File: src/rtl/alu_pkg.sv
// Shared constants, opcodes and FSM encoding for the shared-ALU arbiter.
package alu_pkg;

   localparam int unsigned ALU_WIDTH = 16;
   localparam int unsigned ALU_OPW   = 4;
   localparam int unsigned ALU_SHW   = 4;

   localparam logic [ALU_OPW-1:0] OP_ADD = ALU_OPW'(0);
   localparam logic [ALU_OPW-1:0] OP_SUB = ALU_OPW'(1);
   localparam logic [ALU_OPW-1:0] OP_AND = ALU_OPW'(2);
   localparam logic [ALU_OPW-1:0] OP_OR  = ALU_OPW'(3);
   localparam logic [ALU_OPW-1:0] OP_XOR = ALU_OPW'(4);
   localparam logic [ALU_OPW-1:0] OP_NOT = ALU_OPW'(5);
   localparam logic [ALU_OPW-1:0] OP_SLL = ALU_OPW'(6);
   localparam logic [ALU_OPW-1:0] OP_SRL = ALU_OPW'(7);
   localparam logic [ALU_OPW-1:0] OP_SRA = ALU_OPW'(8);
   localparam logic [ALU_OPW-1:0] OP_SLT = ALU_OPW'(9);

   typedef enum logic [1:0] {
      IDLE  = 2'd0,
      SHIFT = 2'd1,
      DONE  = 2'd2
   } state_t;

   function automatic logic is_shift(input logic [ALU_OPW-1:0] op);
      return (op == OP_SLL) || (op == OP_SRL) || (op == OP_SRA);
   endfunction

endpackage

File: src/rtl/alu_core.sv
// Combinational ALU: single-cycle result/carry plus a one-bit shift step.
module alu_core
   import alu_pkg::*;
#(
   parameter int unsigned WIDTH = ALU_WIDTH,
   parameter int unsigned OPW   = ALU_OPW
) (
   input  logic [OPW-1:0]   op,
   input  logic [WIDTH-1:0] a,
   input  logic [WIDTH-1:0] b,
   output logic [WIDTH-1:0] result,
   output logic             carry,
   output logic [WIDTH-1:0] step
);

   logic [WIDTH:0] sum;
   logic           lt;

   always_comb begin
      sum    = {1'b0, a} + {1'b0, b};
      lt     = $signed(a) < $signed(b);
      result = '0;
      carry  = 1'b0;
      case (op)
         OP_ADD: begin
            result = sum[WIDTH-1:0];
            carry  = sum[WIDTH];
         end
         OP_SUB: begin
            result = a - b;
            carry  = (a < b);
         end
         OP_AND: result = a & b;
         OP_OR:  result = a | b;
         OP_XOR: result = a ^ b;
         OP_NOT: result = ~a;
         // A zero-length shift completes immediately with the operand unchanged
         OP_SLL, OP_SRL, OP_SRA: result = a;
         OP_SLT: result = {{(WIDTH-1){1'b0}}, lt};
         default: ;
      endcase
   end

   always_comb begin
      step = a;
      case (op)
         OP_SLL: step = {a[WIDTH-2:0], 1'b0};
         OP_SRL: step = {1'b0, a[WIDTH-1:1]};
         OP_SRA: step = {a[WIDTH-1], a[WIDTH-1:1]};
         default: ;
      endcase
   end

endmodule

File: src/rtl/alu_arbiter.sv
// Round-robin arbiter sharing one ALU between two requesters; one op in flight,
// shifts iterate one bit per cycle, response held until consumed.
module alu_arbiter
   import alu_pkg::*;
#(
   parameter int unsigned WIDTH = ALU_WIDTH,
   parameter int unsigned OPW   = ALU_OPW
) (
   input  logic             clk,
   input  logic             rst,
   input  logic             req0_valid,
   output logic             req0_ready,
   input  logic [OPW-1:0]   req0_op,
   input  logic [WIDTH-1:0] req0_a,
   input  logic [WIDTH-1:0] req0_b,
   input  logic             req1_valid,
   output logic             req1_ready,
   input  logic [OPW-1:0]   req1_op,
   input  logic [WIDTH-1:0] req1_a,
   input  logic [WIDTH-1:0] req1_b,
   output logic             resp_valid,
   input  logic             resp_ready,
   output logic             resp_id,
   output logic [WIDTH-1:0] resp_result,
   output logic             resp_zero,
   output logic             resp_carry
);

   localparam int unsigned CW = ALU_SHW;

   state_t           state, state_next;
   logic             last_grant;
   logic             grant0, grant1, sel, accept, load_shift;
   logic [OPW-1:0]   op_q;
   logic             id_q;
   logic [WIDTH-1:0] shreg;
   logic [CW-1:0]    cnt;
   logic [OPW-1:0]   core_op;
   logic [WIDTH-1:0] core_a, core_b, core_result, core_step;
   logic             core_carry;

   alu_core #(.WIDTH(WIDTH), .OPW(OPW)) u_core (
      .op     (core_op),
      .a      (core_a),
      .b      (core_b),
      .result (core_result),
      .carry  (core_carry),
      .step   (core_step)
   );

   // Next state, grants and ALU operand steering
   always_comb begin
      state_next = state;
      req0_ready = 1'b0;
      req1_ready = 1'b0;
      accept     = 1'b0;
      load_shift = 1'b0;
      grant0     = req0_valid & (~req1_valid | last_grant);
      grant1     = req1_valid & (~req0_valid | ~last_grant);
      sel        = grant1;
      core_op    = sel ? req1_op : req0_op;
      core_a     = sel ? req1_a  : req0_a;
      core_b     = sel ? req1_b  : req0_b;
      case (state)
         IDLE: begin
            req0_ready = grant0;
            req1_ready = grant1;
            accept     = grant0 | grant1;
            load_shift = is_shift(core_op) && (core_b[CW-1:0] != '0);
            if (accept) state_next = load_shift ? SHIFT : DONE;
         end
         SHIFT: begin
            core_op = op_q;
            core_a  = shreg;
            core_b  = '0;
            if (cnt == CW'(1)) state_next = DONE;
         end
         DONE: begin
            if (resp_ready) state_next = IDLE;
         end
         default: state_next = IDLE;
      endcase
   end

   always_ff @(posedge clk) begin
      if (rst) state <= IDLE;
      else     state <= state_next;
   end

   // Operand latch, shift iteration and registered response
   always_ff @(posedge clk) begin
      if (rst) begin
         last_grant  <= 1'b1;
         op_q        <= '0;
         id_q        <= 1'b0;
         shreg       <= '0;
         cnt         <= '0;
         resp_valid  <= 1'b0;
         resp_id     <= 1'b0;
         resp_result <= '0;
         resp_zero   <= 1'b0;
         resp_carry  <= 1'b0;
      end else begin
         resp_valid <= (state_next == DONE);
         case (state)
            IDLE: begin
               if (accept) begin
                  last_grant <= sel;
                  id_q       <= sel;
                  op_q       <= core_op;
                  if (load_shift) begin
                     shreg <= core_a;
                     cnt   <= core_b[CW-1:0];
                  end else begin
                     resp_result <= core_result;
                     resp_zero   <= (core_result == '0);
                     resp_carry  <= core_carry;
                     resp_id     <= sel;
                  end
               end
            end
            SHIFT: begin
               shreg <= core_step;
               cnt   <= cnt - CW'(1);
               if (cnt == CW'(1)) begin
                  resp_result <= core_step;
                  resp_zero   <= (core_step == '0);
                  resp_carry  <= 1'b0;
                  resp_id     <= id_q;
               end
            end
            default: ;
         endcase
      end
   end

endmodule
File: config.mk
export PLATFORM = sky130hd
export DESIGN_NAME = alu_arbiter
export DESIGN_NICKNAME = d
export VERILOG_FILES = /design/src/rtl/alu_pkg.sv /design/src/rtl/alu_core.sv /design/src/rtl/alu_arbiter.sv
export SDC_FILE = /design/constraint.sdc
export NUM_CORES = 1
export LEC_CHECK = 0
export CAP_MARGIN = 20
export CORE_MARGIN = 2
export CORE_UTILIZATION = 35
export DETAILED_ROUTE_END_ITERATION = 16
export PLACE_DENSITY = 0.65
export SETUP_SLACK_MARGIN = 0.1
export SYNTH_ARGS = -nofsm -noshare
export SYNTH_HDL_FRONTEND = slang
export SYNTH_SLANG_ARGS = --single-unit
File: constraint.sdc
create_clock -name clk -period 5.35 [get_ports clk]
set_input_delay 1.07 -clock clk [delete_from_list [all_inputs] [get_ports clk]]
set_output_delay 1.07 -clock clk [all_outputs]
set_load 0.01 [all_outputs]
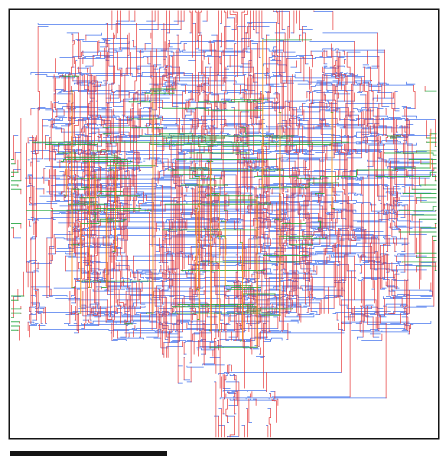
run_1/layers.png
Scale bar: 50 µm.
Green is M3, wire length 1500 µm. Blue is M1, wire length 9750 µm. Red is M2, wire length 10700 µm. Orange is M4, wire length 698 µm.
Vias: 6986
overall global routing resource usage: 0.241
WL final: 22700 µm
post-DR wirelength/cell: 18.2 µm

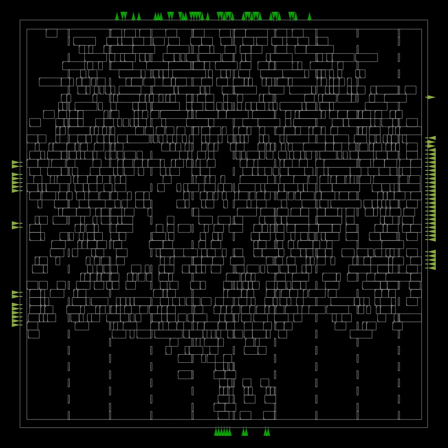
run_1/placed.png
Cell Count, Final, Fillers Out: 1245
layout sequential cell count: 48
sequential cell area share: 0.118
fill cell count: 1754
final core occ: 0.474

==> Slide: Implementation Results, run 1 <==
Key Metrics from the Run

Critical path
  – Req. time, crit path: 5.60 ns
  – CP peak stage delay: 0.55 ns
  – Highest-delay cell along the critical path: or4_1
  – Critical path launch point type: primary input
  – Crit path cell chain: clkdlybuf4s50_1 -> a21boi_4 -> buf_4 -> mux2i_2 -> nand2_1 -> o21a_4 -> buf_4 -> fa_1 -> nor2b_1 -> o21ai_1 -> nand3b_1 -> o21a_1 -> o31ai_2 -> xnor2_1 -> o221a_2 -> nand3_1 -> or4_1 -> nor3_2 -> a211o_1

Status
  – Status: finished clean

Clocking
  – Post-CTS Resized: 0
  – Clock slew at the register clock pins of the worst setup and hold paths: 0.07 ns
  – TritonCTS clock tree: built
  – Post-CTS Setup Inserts: 0
  – Number of H-tree levels: 2

Layout
  – Non-clk invs: 50
  – Clk_buf instances: 5
  – Non-Clock Buffer Count: 196
  – Most instantiated logic cell after routing: nand2_1
  – Fraction of layout cells with a size suffix above 1: 0.162
  – Cell class ranked first by area: multi-input combinational cells

Synthesis
  – Most instantiated library cell after synthesis: nand2_1
  – Net Count, Synth: between 1000 and 1500
  – Yosys reg bits: 48
  – Yosys cell types: 81

Global routing
  – First-pass GRT wire length: 35200 µm
  – Vias in the first global route: 6632

STA
  – Slew Limit Fails: 0
  – Slew margin rel.: 0.519

Die
  – Die area: around 0.019 mm²
  – Top Ports: between 90 and 100

Flow run
  – Max Cap Violations: 0

Power
  – Switching portion of total power: 0.430
  – Reg power frac: 0.189
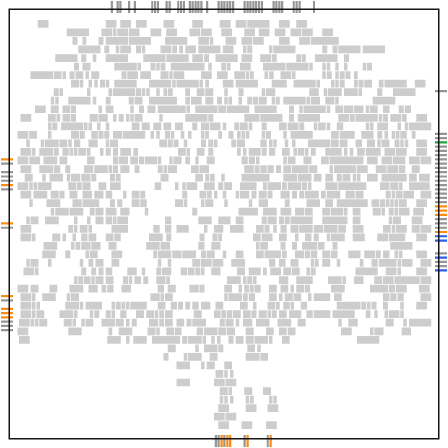
run_1/pinout.png
Pins as bars across the die edge, other pins in gray.
Orange is req0_b, pins 16, direction input, edge 7 west, 5 south, 4 east. Green is req1_ready, pins 1, direction output, edge east. Blue is req1_op, pins 4, direction input, edge east.
# port buffers: 98
die y size: 136 µm

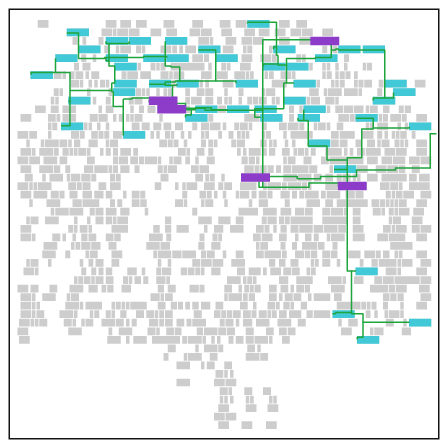
run_1/clock_wires.png
Purple is clock-net drivers, count 5. Green is clock wires, length 761 µm. Cyan is flip-flops, count 48.
Position of the flops: a horizontal strip, top. There are 6 routed clock nets.
clk_skew: 0.00723 ns
Clk Latency, worst-skew pair: 0.30 ns
P_clk: 0.000412 W
clock share of power: 0.175

## run 1: power by group through the flow
stage	sequential (W)	clock [W]	combinational [W]
finish	0.000445	0.000412	0.00150
global route	0.000452	0.000435	0.00163
CTS	0.000445	0.000418	0.00142
detailed placement	0.000452	0	0.00141
global placement	0.000451	0	0.00142
floorplan	0.000454	0	0.000875
## run 1: state kept, by name (all words and copies together), names as in the netlist
register     cells
cnt              4
id_q             1
last_grant       1
op_q             4
resp_carry       1
resp_id          1
resp_result     16
resp_valid       1
resp_zero        1
shreg           16
state            2
## run 1: layer usage
layer / track usage / vias up
li1: - / 3413
met1: 0.315 / 3282
met2: 0.410 / 252
met3: 0.0365 / 39
met4: 0.0694 / 0
met5: 0 / -
==> run 2: changes to the inputs <==
--- a/config.mk
+++ b/config.mk
@@ -10,7 +10,7 @@
 export CORE_UTILIZATION = 35
 export DETAILED_ROUTE_END_ITERATION = 16
 export PLACE_DENSITY = 0.65
-export SETUP_SLACK_MARGIN = 0.1
+export SETUP_SLACK_MARGIN = 0.02
 export SYNTH_ARGS = -nofsm -noshare
 export SYNTH_HDL_FRONTEND = slang
 export SYNTH_SLANG_ARGS = --single-unit
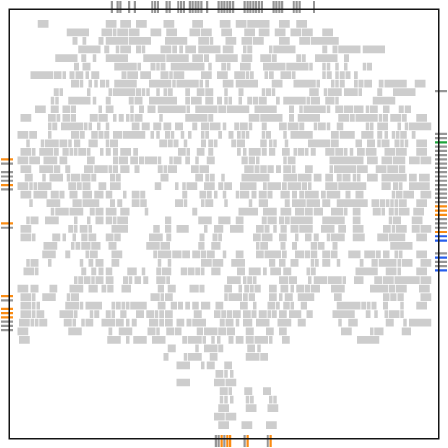
run_2/pinout.png
Pins as bars across the die edge, other pins in gray.
Orange is req0_b, pins 16, direction input, edge 7 west, 5 south, 4 east. Blue is req1_op, pins 4, direction input, edge east. Green is req1_ready, pins 1, direction output, edge east.
All pins by edge: 40 north, 32 east, 17 west, 10 south.
Die X: 136 µm

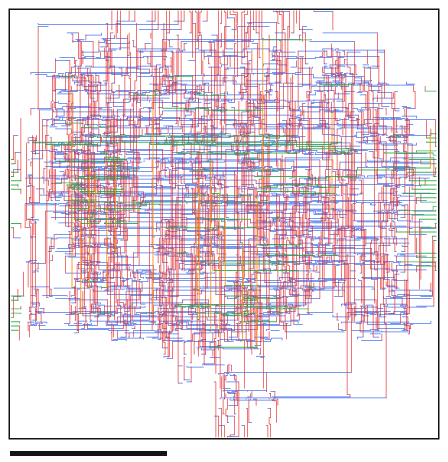
run_2/layers.png
Scale bar: 50 µm.
Green is M3, wire length 1420 µm. Blue is M1, wire length 9830 µm. Red is M2, wire length 10700 µm. Orange is M4, wire length 619 µm.
Vias: 6974
WL final: 22600 µm

==> Slide: Implementation Results, run 2 <==
Key Metrics from the Run

Status
  – Status: finished clean

Power
  – Top Consumer: combinational cells
  – P_clk: 0.000411 W (about the same)
  – Switching portion of total power: 0.431 (+0.00142)
  – Reg power frac: 0.191 (+0.002)
  – Comb pwr: 0.00147 W (about the same)

Critical path
  – CP peak stage delay: 0.55 ns (about the same)
  – Crit path cell chain: clkdlybuf4s50_1 -> a21boi_4 -> mux2i_1 -> nand2_1 -> o21a_1 -> buf_4 -> ha_1 -> fa_1 -> nor2b_1 -> o21ai_1 -> nand3b_1 -> o21a_1 -> o31ai_1 -> xnor2_1 -> o221a_2 -> nand3_1 -> or4_1 -> nor3_2 -> a211o_1
  – Req. time, crit path: 5.60 ns (about the same)
  – Critical path launch point type: primary input

STA
  – Slew Limit Fails: 0 (unchanged)
  – Clk_skew: 0.00698 ns (-0.000251 ns)

Detailed routing
  – Post-DR wirelength/cell: 18.2 µm (+0.24%)
  – Drt drc: 0
  – DR vias/cell: around 5.6

Layout
  – Final core occ: 0.468 (-0.00675)
  – Cell Count, Final, Fillers Out: 1238 (-0.56%)
  – Cell class ranked first by area: multi-input combinational cells
  – Layout sequential cell count: 48 (unchanged)
  – Sequential cell area share: 0.119 (+0.00170)
  – Biggest regs: resp_result: 16 flops, shreg: 16 flops
  – Fraction of layout cells with a size suffix above 1: 0.144 (-0.0176)
  – Most instantiated logic cell after routing: nand2_1
  – Non-clk invs: 50 (unchanged)
  – Non-Clock Buffer Count: 189 (-3.6%)

Synthesis
  – Yosys cell types: 81 (unchanged)
  – Net Count, Synth: 1010 (unchanged)
  – Yosys reg bits: 48 (unchanged)

Die
  – Top Ports: 99 (unchanged)
  – Die area: 0.0186 mm² (unchanged)

Clocking
  – Clock slew at the register clock pins of the worst setup and hold paths: 0.07 ns (about the same)
  – Clk Latency, worst-skew pair: 0.30 ns (about the same)
  – Number of H-tree levels: 2 (unchanged)

Global routing
  – Overall global routing resource usage: 0.241 (unchanged)
  – Vias in the first global route: 6632 (unchanged)
  – First-pass GRT wire length: 35200 µm (unchanged)

Placed design
  – # port buffers: 98 (unchanged)

Flow run
  – Max Cap Violations: 0 (unchanged)
-- run 2: cell counts after synthesis --
No cell type changed its count.
-- run 2: layer usage --
layer,vias to the layer above,routed length (µm),global-route usage
li1,3404,-,-
met1,3278,9830,0.315
met2,257,10700,0.410
met3,35,1420,0.0365
met4,0,618,0.0694
met5,-,0,0
-- run 2: critical path, delay by kind of cell --
kind	cells	cell delay, ns
AND-OR/OR-AND	7	1.45
AND/OR/NAND/NOR	6	1.18
buffers and inverters	2	0.63
adder cells (fa/ha/maj)	2	0.60
multiplexers	1	0.27
XOR/XNOR	1	0.16
-- run 2: repair_timing --
action,4_1_cts,5_1_grt
buffers inserted,0,1
setup endpoints to repair,0,3
gates resized,0,18
Power figures rest on the tool's default switching activity, not on a simulated workload.
